`src/rtl/mem_window_sad_pkg.sv`:
```
// Shared types and constants for the windowed SAD scanner.
// Scans every WINxWIN window of a row-major frame held in a combinational-read byte memory.
package mem_window_sad_pkg;
  localparam int FRAME_W_DEF = 16;
  localparam int WIN_DEF     = 4;
  localparam int ADDR_W_DEF  = 8;
  localparam int SAD_W_DEF   = 12;

  localparam int NPOS        = FRAME_W_DEF - WIN_DEF + 1;
  localparam int NTAP        = WIN_DEF * WIN_DEF;
  localparam int CYC_PER_WIN = NTAP + 1;

  localparam logic [SAD_W_DEF-1:0] SAD_MAX = '1;

  typedef enum logic [1:0] {IDLE, READ, CMP, DONE} state_t;

  // Magnitude of the 9-bit unsigned difference a - b.
  function automatic logic [7:0] absdiff8(input logic [7:0] a, input logic [7:0] b);
    logic [8:0] d;
    d = {1'b0, a} - {1'b0, b};
    return d[8] ? 8'(-d) : d[7:0];
  endfunction
endpackage

```
`src/rtl/sad_addr_gen.sv`:
```
// Window/tap counters for the SAD scanner.
// Emits the frame address of the current tap and the end-of-window / end-of-frame flags.
module sad_addr_gen #(
  parameter int FRAME_W = 16,
  parameter int WIN     = 4,
  parameter int ADDR_W  = 8,
  localparam int RC_W   = $clog2(FRAME_W),
  localparam int K_W    = $clog2(WIN),
  localparam int T_W    = $clog2(WIN*WIN)
) (
  input  logic              clk_i,
  input  logic              rst_i,
  input  logic              clear_i,
  input  logic              tap_adv_i,
  input  logic              win_adv_i,
  output logic [ADDR_W-1:0] addr_o,
  output logic [T_W-1:0]    tap_o,
  output logic              last_tap_o,
  output logic              last_win_o,
  output logic [RC_W-1:0]   row_o,
  output logic [RC_W-1:0]   col_o
);
  localparam logic [RC_W-1:0] LAST_POS = RC_W'(FRAME_W - WIN);
  localparam logic [K_W-1:0]  LAST_K   = K_W'(WIN - 1);

  logic [RC_W-1:0]   row_q, col_q, row_d, col_d;
  logic [K_W-1:0]    wr_q, wc_q, wr_d, wc_d;
  logic [ADDR_W-1:0] y, x;

  assign last_tap_o = (wr_q == LAST_K) && (wc_q == LAST_K);
  assign last_win_o = (row_q == LAST_POS) && (col_q == LAST_POS);
  assign row_o      = row_q;
  assign col_o      = col_q;

  // Row-major address; the result wraps to ADDR_W bits.
  assign y      = ADDR_W'(row_q) + ADDR_W'(wr_q);
  assign x      = ADDR_W'(col_q) + ADDR_W'(wc_q);
  assign addr_o = y * ADDR_W'(FRAME_W) + x;
  assign tap_o  = T_W'(int'(wr_q) * WIN + int'(wc_q));

  always_comb begin
    row_d = row_q;
    col_d = col_q;
    wr_d  = wr_q;
    wc_d  = wc_q;
    if (clear_i) begin
      row_d = '0;
      col_d = '0;
      wr_d  = '0;
      wc_d  = '0;
    end else if (tap_adv_i) begin
      if (wc_q == LAST_K) begin
        wc_d = '0;
        wr_d = (wr_q == LAST_K) ? '0 : wr_q + 1'b1;
      end else begin
        wc_d = wc_q + 1'b1;
      end
    end else if (win_adv_i) begin
      if (col_q == LAST_POS) begin
        col_d = '0;
        row_d = last_win_o ? '0 : row_q + 1'b1;
      end else begin
        col_d = col_q + 1'b1;
      end
    end
  end

  always_ff @(posedge clk_i) begin
    if (rst_i) begin
      row_q <= '0;
      col_q <= '0;
      wr_q  <= '0;
      wc_q  <= '0;
    end else begin
      row_q <= row_d;
      col_q <= col_d;
      wr_q  <= wr_d;
      wc_q  <= wc_d;
    end
  end
endmodule

```
`src/rtl/mem_window_sad.sv`:
```
// Minimum-SAD template search over a frame held in the upstream byte memory.
// One read per cycle, one compare cycle per window, one-cycle Done pulse with registered result.
module mem_window_sad
  import mem_window_sad_pkg::*;
#(
  parameter int FRAME_W = FRAME_W_DEF,
  parameter int WIN     = WIN_DEF,
  parameter int ADDR_W  = ADDR_W_DEF,
  parameter int SAD_W   = SAD_W_DEF,
  localparam int NT     = WIN * WIN,
  localparam int RC_W   = $clog2(FRAME_W),
  localparam int T_W    = $clog2(NT)
) (
  input  logic              Clk,
  input  logic              Rst,
  input  logic              Start,
  input  logic [NT*8-1:0]   Template,
  output logic [ADDR_W-1:0] MemAddr,
  output logic              MemRead,
  input  logic [7:0]        ReadData,
  output logic              Busy,
  output logic              Done,
  output logic [SAD_W-1:0]  MinSAD,
  output logic [RC_W-1:0]   MinRow,
  output logic [RC_W-1:0]   MinCol
);
  state_t state_q, state_d;
  logic   start_scan, tap_adv, win_adv;

  logic [NT*8-1:0]   tpl_q;
  logic [SAD_W-1:0]  acc_q, best_q, min_sad_q;
  logic [RC_W-1:0]   brow_q, bcol_q, min_row_q, min_col_q;
  logic [ADDR_W-1:0] addr, addr_hold_q;
  logic [T_W-1:0]    tap;
  logic              last_tap, last_win, better;
  logic [RC_W-1:0]   row, col;
  logic [7:0]        tpl_byte;

  sad_addr_gen #(.FRAME_W(FRAME_W), .WIN(WIN), .ADDR_W(ADDR_W)) u_addr (
    .clk_i     (Clk),
    .rst_i     (Rst),
    .clear_i   (start_scan),
    .tap_adv_i (tap_adv),
    .win_adv_i (win_adv),
    .addr_o    (addr),
    .tap_o     (tap),
    .last_tap_o(last_tap),
    .last_win_o(last_win),
    .row_o     (row),
    .col_o     (col)
  );

  always_comb begin
    state_d    = state_q;
    start_scan = 1'b0;
    tap_adv    = 1'b0;
    win_adv    = 1'b0;
    unique case (state_q)
      IDLE: if (Start) begin
        start_scan = 1'b1;
        state_d    = READ;
      end
      READ: begin
        tap_adv = 1'b1;
        if (last_tap) state_d = CMP;
      end
      CMP: begin
        win_adv = 1'b1;
        state_d = last_win ? DONE : READ;
      end
      DONE:    state_d = IDLE;
      default: state_d = IDLE;
    endcase
  end

  always_ff @(posedge Clk) begin
    if (Rst) state_q <= IDLE;
    else     state_q <= state_d;
  end

  assign tpl_byte = tpl_q[8*int'(tap) +: 8];
  // Strict compare so ties keep the earlier window in raster order.
  assign better   = acc_q < best_q;

  always_ff @(posedge Clk) begin
    if (Rst) begin
      tpl_q       <= '0;
      acc_q       <= '0;
      best_q      <= '1;
      brow_q      <= '0;
      bcol_q      <= '0;
      min_sad_q   <= '0;
      min_row_q   <= '0;
      min_col_q   <= '0;
      addr_hold_q <= '0;
    end else begin
      if (start_scan) begin
        tpl_q  <= Template;
        acc_q  <= '0;
        best_q <= '1;
      end
      if (tap_adv) begin
        acc_q       <= acc_q + SAD_W'(absdiff8(ReadData, tpl_byte));
        addr_hold_q <= addr;
      end
      if (win_adv) begin
        acc_q <= '0;
        if (better) begin
          best_q <= acc_q;
          brow_q <= row;
          bcol_q <= col;
        end
        // Result registers load on the final compare so they are valid during DONE.
        if (last_win) begin
          min_sad_q <= better ? acc_q : best_q;
          min_row_q <= better ? row   : brow_q;
          min_col_q <= better ? col   : bcol_q;
        end
      end
    end
  end

  assign MemRead = (state_q == READ);
  assign MemAddr = MemRead ? addr : addr_hold_q;
  assign Busy    = (state_q != IDLE);
  assign Done    = (state_q == DONE);
  assign MinSAD  = min_sad_q;
  assign MinRow  = min_row_q;
  assign MinCol  = min_col_q;
endmodule
```
`config.mk`:
```
export PLATFORM = sky130hd
export DESIGN_NAME = mem_window_sad
export DESIGN_NICKNAME = d
export VERILOG_FILES = /design/src/rtl/mem_window_sad_pkg.sv /design/src/rtl/sad_addr_gen.sv /design/src/rtl/mem_window_sad.sv
export SDC_FILE = /design/constraint.sdc
export NUM_CORES = 1
export LEC_CHECK = 0
export ABC_AREA = 1
export ABC_CLOCK_PERIOD_IN_PS = 6800
export CAP_MARGIN = 25
export CORE_ASPECT_RATIO = 1.4
export CORE_UTILIZATION = 40
export CTS_BUF_LIST = sky130_fd_sc_hd__clkbuf_4
export DETAILED_ROUTE_END_ITERATION = 16
export GPL_ROUTABILITY_DRIVEN = 0
export MAX_ROUTING_LAYER = met4
export SLEW_MARGIN = 20
export SYNTH_ARGS = -nofsm -noshare
export SYNTH_HDL_FRONTEND = slang
export SYNTH_SLANG_ARGS = --single-unit
```
`constraint.sdc`:
```
create_clock -name Clk -period 6.8 [get_ports Clk]
set_input_delay 1.02 -clock Clk [delete_from_list [all_inputs] [get_ports Clk]]
set_output_delay 1.02 -clock Clk [all_outputs]
set_load 0.02 [all_outputs]
```
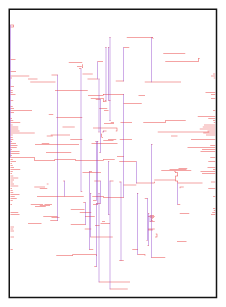
**Above:** run 1 (metal layers overlaid).
Scale: 1.5 px per um. Two of the layers only.
legend:
  M3:
    color: red
    wire_length: 1380 um
  M4:
    color: purple
    wire_length: 1260 um
gr usage total: 0.245
Routed WL per cell: 15.2 um
Via Count: 10200

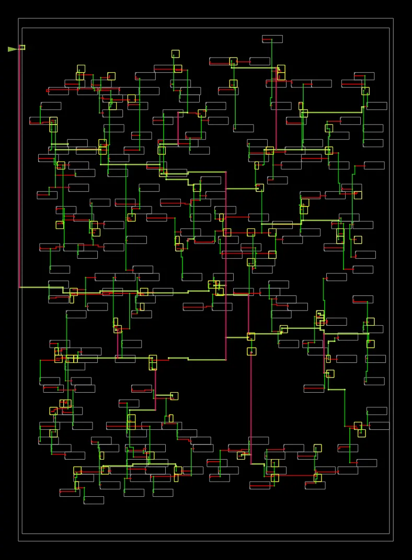
**Above:** run 1 (clock routing).
Worst-Skew Late Latency: 0.67 ns
power in the clock group: 1010 uW
CTS Buf Count: 53
Clock Skew: 0.0269 ns
seq_cells: 202

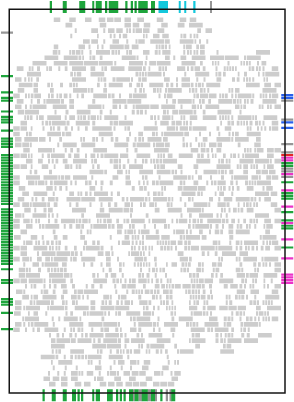
**Above:** run 1 (pin placement).
Scale: 2 px per um. Pins as bars across the die edge, other pins in gray.
legend:
  MinSAD:
    color: magenta
    pins: 12
    direction: output
    edge: right
  Start:
    color: red
    pins: 1
    direction: input
    edge: right
  Template:
    color: green
    pins: 128
    direction: input
    edge: 61 left, 30 bottom, 26 top, 11 right
  MemAddr:
    color: cyan
    pins: 8
    direction: output
    edge: top
  MinCol:
    color: blue
    pins: 4
    direction: output
    edge: right
all pins by edge: 62 left, 38 bottom, 35 right, 35 top

==> results.txt, run 1 <==
impl run done, here's what came out: outcome finished clean, crit-path max cell delay about 0.60 ns, ratio of cells with drive above 1 in the final layout 0.0637, DRC errors left 0, final wirelength between 30000 and 40000 um, Antenna Violating Nets Remaining 0, met1 wire length 12900 um, Sw Share 0.319, largest net degree at the start of global routing ~130, chip height 191 um, fmax 209 MHz, Synth Area in Adders 0.0592, min-delay src addr_hold_q[0]$_SDFFE_PP0P_, hpwl dp 20900 um, # port buffers roughly 170, Tmin final 4.78 ns, combinational power 663 uW, sequential power around 1300 uW, Hold Crit Class reg -> reg, R2R cell count 24, Psw about 960 uW, synth unique cells 37, Max Used Layer met4, worst hold endpoint addr_hold_q[0]$_SDFFE_PP0P_, num ports approximately 170, register share after synthesis 0.395, GR peak layer met2, GR Layer Usage met3 0.0374, final worst slack roughly 2 ns, Final setup viols 0, LEAKAGE 0.00565 uW, hold depth 2, Slew headroom 0.334, CP top delay family buffers and inverters, CTS root buffer clkbuf_4, Global Route met2 Usage 0.409, Core Area between 20000 and 25000 sq um, most numerous logic cell after layout nor2_1
## run 1: layout make-up
cell class                      count  area, sq um
Fill cell                        2614        12200
Multi-Input combinational cell   1089         5330
Sequential cell                   202         4050
Timing Repair Buffer              179         1840
Clock buffer                       75          563
Inverter                          119          450
Tap cell                          315          394
Clock inverter                     17         68.8
Antenna cell                        1         2.50
## run 1: sequential cells by signal, summed over array words and instances, names as in the netlist
register / cells
u_addr.row_o: 4
bcol_q: 4
u_addr.col_o: 4
u_addr.wc_q: 2
brow_q: 4
best_q: 12
MinCol: 4
tpl_q: 128
u_addr.wr_q: 2
addr_hold_q: 8
acc_q: 12
state_q: 2
MinRow: 4
MinSAD: 12
## run 1: through the flow
step           area, sq um  power [uW]  utilization  cells
2_1_floorplan        10200        1790            -   1504
3_3_place_gp         12000        2010        0.482   1901
3_5_place_dp         12000        2020        0.484   1903
4_1_cts              12700        3030        0.510   1995
5_1_grt              12700        3200        0.511   1997
6_report             12700        3010        0.511   1997
## run 1: synthesized netlist by cell type, types with 2 or more instances
cell type	number	area, sq um
a211oi_1	3	22.5
a21oi_1	42	210
a22oi_1	4	30.0
buf_1	4	15.0
buf_2	21	105
buf_4	8	60.1
clkbuf_1	60	225
dfxtp_1	202	4040
fa_1	4	80.1
ha_1	42	526
inv_1	114	428
inv_2	4	15.0
nand2_1	197	739
nand2_2	2	12.5
nand3_1	89	445
nand3b_1	2	15.0
nand4_1	9	56.3
nor2_1	407	1530
nor2_4	4	45.0
nor3_1	5	25.0
o211ai_1	10	75.1
o21a_1	2	15.0
o21ai_0	209	1050
o21ai_1	6	30.0
o221ai_1	23	201
o22ai_1	9	56.3
or2_2	3	18.8
xnor2_1	3	26.3
xor2_1	8	70.1
**Run 1: metal 4**

Scale: 2 px per um.
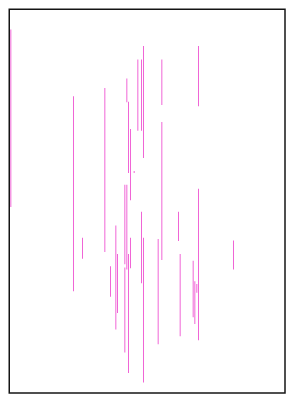

==> inputs of run 2 (changes only) <==
--- a/config.mk
+++ b/config.mk
@@ -6,7 +6,7 @@
 export NUM_CORES = 1
 export LEC_CHECK = 0
 export ABC_AREA = 1
-export ABC_CLOCK_PERIOD_IN_PS = 6800
+export ABC_CLOCK_PERIOD_IN_PS = 4000
 export CAP_MARGIN = 25
 export CORE_ASPECT_RATIO = 1.4
 export CORE_UTILIZATION = 40
@@ -14,6 +14,7 @@
 export DETAILED_ROUTE_END_ITERATION = 16
 export GPL_ROUTABILITY_DRIVEN = 0
 export MAX_ROUTING_LAYER = met4
+export PLACE_DENSITY = 0.65
 export SLEW_MARGIN = 20
 export SYNTH_ARGS = -nofsm -noshare
 export SYNTH_HDL_FRONTEND = slang
==> constraint.sdc (replaced) <==
create_clock -name Clk -period 4 [get_ports Clk]
set_input_delay 0.6 -clock Clk [delete_from_list [all_inputs] [get_ports Clk]]
set_output_delay 0.6 -clock Clk [all_outputs]
set_load 0.02 [all_outputs]
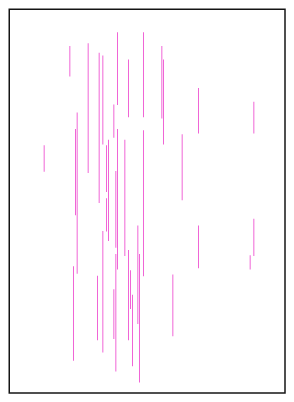
**Above:** run 2 (metal 4).
Scale: 2 px per um.
share of all routed wire: 4.7%
main direction: vertical
nets with wire on the layer: 28
final wirelength: 30700 um
Via Count: 10400

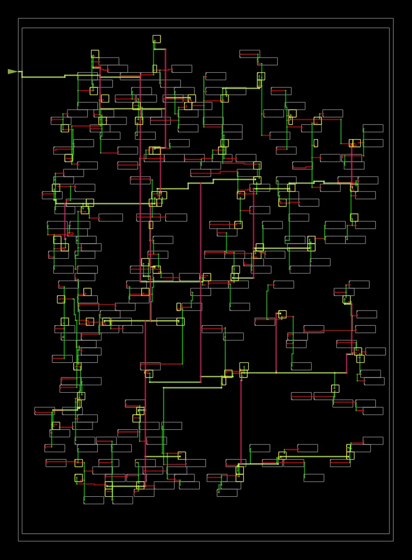
**Above:** run 2 (clock routing).
clock buffers: 74
power in the clock group: 1680 uW
CTS Buf Count: 50
Clock Skew: 0.0446 ns
Worst-Skew Late Latency: 0.68 ns

==> results.txt, run 2 <==
impl run done, here's what came out: min-delay src addr_hold_q[4]$_SDFFE_PP0P_, Final setup viols 0, most numerous logic cell after layout nor2_1, synth top area cells dfxtp_1 (40%), nor2_1 (15%), o21ai_0 (10%), # port buffers 169, max FFs per register 128, Post-synth top cells nor2_1 (407), o21ai_0 (209), dfxtp_1 (202), nand2_1 (197), inv_1 (114), CTS root buffer clkbuf_4, GR peak layer met2, Largest Register tpl_q, fmax between 200 and 300 MHz, post-synthesis cell type with the largest instance count nor2_1, outcome finished clean, ratio of cells with drive above 1 in the final layout 0.0953, worst hold endpoint addr_hold_q[4]$_SDFFE_PP0P_, num ports 170, crit-path max cell delay 0.43 ns, top cell type's share of synthesized area 0.395, Global Route met2 Usage 0.399, Routed WL per cell 15.2 um, LEAKAGE 0.00584 uW, Hold Crit Class reg -> reg, FF+latch area a little over 4000 sq um, synth unique cells 37, final worst slack approximately 0.20 ns, Core Area 24800 sq um, register share after synthesis 0.395, Synth area leader dfxtp_1, Tmin final 3.80 ns, hpwl dp 21300 um
run 2: where the power goes:
part / total (uW) / leakage, uW / switching, uW / internal (uW)
clock network: 1680 / 0.000366 / 841 / 843
registers: 2290 / 0.00166 / 123 / 2170
logic: 1250 / 0.00381 / 716 / 530
total: 5220 / 0.00584 / 1680 / 3540
run 2: logic make-up (layout without fill, tap and decap cells):
family	count (synthesis)	count (layout)	synth area share
simple gates	721	721	0.284
flops	202	202	0.395
xor+xnor	11	11	0.00942
fa+ha+maj	46	46	0.0592
other cells	0	1	0
compound gates	311	311	0.167
buf+inv	213	409	0.0844
run 2: per-layer routing:
layer	share of wire	vias up
li1	-	5255
met1	0.41	4743
met2	0.49	353
met3	0.052	83
met4	0.047	0
met5	0	-
run 2: layout make-up:
| cell class | count | area share |
|---|---|---|
| multi-input combinational | 1089 | 0.418 |
| sequential | 202 | 0.310 |
| timing repair buffer | 203 | 0.160 |
| clock buffer | 74 | 0.0425 |
| inverter | 119 | 0.0351 |
| tap | 315 | 0.0301 |
| clock inverter | 13 | 0.00421 |
| antenna | 1 | 0.000191 |
run 2: critical path, delay by kind of cell (launching register included):
kind | cells | cell delay (ns)
adders and majority gates | 3 | 0.81
and+or+nand+nor | 6 | 0.66
buffers and inverters | 5 | 0.64
DFF | 1 | 0.43
run 2: what timing repair did:
item                                    4_1_cts  5_1_grt
endpoints found under the setup margin        6       10
buffers inserted                              0        6
pin swaps                                     1       16
hold buffers                                  0        0
gates cloned                                  1        2
resized                                       4       50
run 2: through the flow:
step	cells	power, uW	area (sq um)
floorplan	1504	3040	10200
global placement	1919	3450	12200
detailed placement	1919	3460	12200
CTS	2007	5170	12800
global route	2016	5550	13100
finish	2016	5220	13100
**Run 2: gate families picked out**

Scale: 2 px per um.
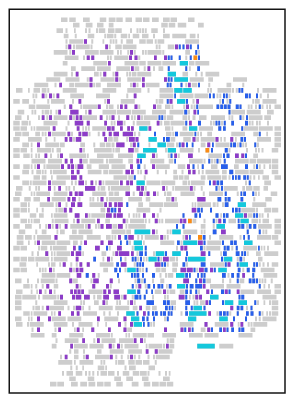

==> inputs of run 3 (changes only) <==
--- a/config.mk
+++ b/config.mk
@@ -9,12 +9,12 @@
 export ABC_CLOCK_PERIOD_IN_PS = 4000
 export CAP_MARGIN = 25
 export CORE_ASPECT_RATIO = 1.4
-export CORE_UTILIZATION = 40
+export CORE_UTILIZATION = 35
 export CTS_BUF_LIST = sky130_fd_sc_hd__clkbuf_4
 export DETAILED_ROUTE_END_ITERATION = 16
 export GPL_ROUTABILITY_DRIVEN = 0
+export HOLD_SLACK_MARGIN = 0.05
 export MAX_ROUTING_LAYER = met4
-export PLACE_DENSITY = 0.65
 export SLEW_MARGIN = 20
 export SYNTH_ARGS = -nofsm -noshare
 export SYNTH_HDL_FRONTEND = slang
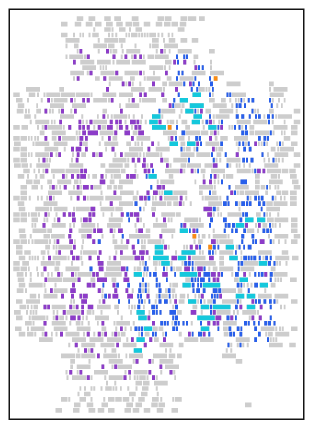
**Above:** run 3 (gate families picked out).
Scale: 2 px per um.
legend:
  aoi and oai cells:
    color: purple
    cells: 308
  nand cells:
    color: blue
    cells: 300
  and/or cells:
    color: orange
    cells: 4
  fa/ha/maj cells:
    color: cyan
    cells: 46

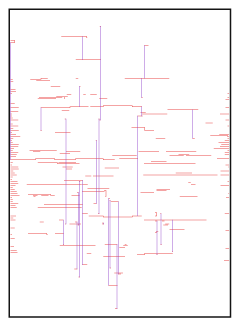
**Above:** run 3 (metal layers overlaid).
Scale: 1.5 px per um. Two of the layers only.
legend:
  M3:
    color: red
    wire_length: 1430 um
  M4:
    color: purple
    wire_length: 935 um
Routed WL per cell: 15.0 um
Via Count: 10300
final wirelength: 31100 um

==> results.txt, run 3 <==
impl run done, here's what came out: Clock Skew ~0.023 ns, fmax 267 MHz, Slew headroom 0.374, Critical path buffers and inverters 5, largest net degree at the start of global routing 95, ratio of cells with drive above 1 in the final layout 0.0928, met2 wire len around 16000 um, min-delay src addr_hold_q[5]$_SDFFE_PP0P_, Global Route met2 Usage 0.371, final worst slack 0.261 ns, num ports ~170, R2R cell count 25, final instance area 13100 sq um, Max Used Layer met4, Core Area 28600 sq um, hpwl dp around 22000 um, outcome finished clean, DRC errors left 0, synth unique cells 37, # port buffers 169, WP depth 25, CP top delay family simple AND/OR/NAND/NOR gates, max FFs per register 128, post-synthesis cell type with the largest instance count nor2_1, register share after synthesis 0.395
## run 3: metrics by stage
step | utilization | instances | power [uW] | hold WS [ns] | TNS (ns)
floorplan | - | 1504 | 3040 | 0.447 | 0
global placement | 0.430 | 1989 | 3480 | 0.456 | 0
detailed placement | 0.430 | 1989 | 3490 | 0.462 | 0
CTS | 0.453 | 2075 | 5270 | 0.475 | 0
global route | 0.459 | 2080 | 5660 | 0.489 | -0.202
finish | 0.459 | 2080 | 5320 | 0.472 | 0
## run 3: cells by family (layout without fill, tap and decap cells)
kind of cell / after synthesis / in the layout / synth area share
AND-OR/OR-AND: 311 / 311 / 0.167
XOR/XNOR: 11 / 11 / 0.00942
adder cells (fa/ha/maj): 46 / 46 / 0.0592
buffers and inverters: 213 / 412 / 0.0844
flip-flops: 202 / 202 / 0.395
other: 0 / 2 / 0
AND/OR/NAND/NOR: 721 / 721 / 0.284
## run 3: worst min-delay path: cells and delay by family, from the launching register on
kind,cells,cell delay (ns)
AOI/OAI and AO/OA,1,0.06
and+or+nand+nor,1,0.07
DFF,1,0.29
## run 3: power by group
group | internal (uW) | total, uW | switching [uW]
sequential | 2170 | 2290 | 122
clock | 934 | 1760 | 828
combinational | 540 | 1270 | 726
## run 3: cell type report
class	instances	area, sq um	area share
Multi-Input combinational cell	1089	5440	0.414
Sequential cell	202	4050	0.308
Timing Repair Buffer	207	2070	0.158
Clock buffer	70	526	0.0400
Tap cell	375	469	0.0357
Inverter	119	453	0.0345
Clock inverter	16	116	0.00886
Antenna cell	2	5.00	0.000381
## run 3: what timing repair did
item | CTS | global route
buffers inserted | 0 | 2
hold buffers | 0 | 0
pin swaps | 0 | 10
setup endpoints to repair | 2 | 10
gates cloned | 0 | 1
resized | 2 | 39
hold endpoints to repair | 0 | 0
Power figures rest on the tool's default switching activity, not on a simulated workload.
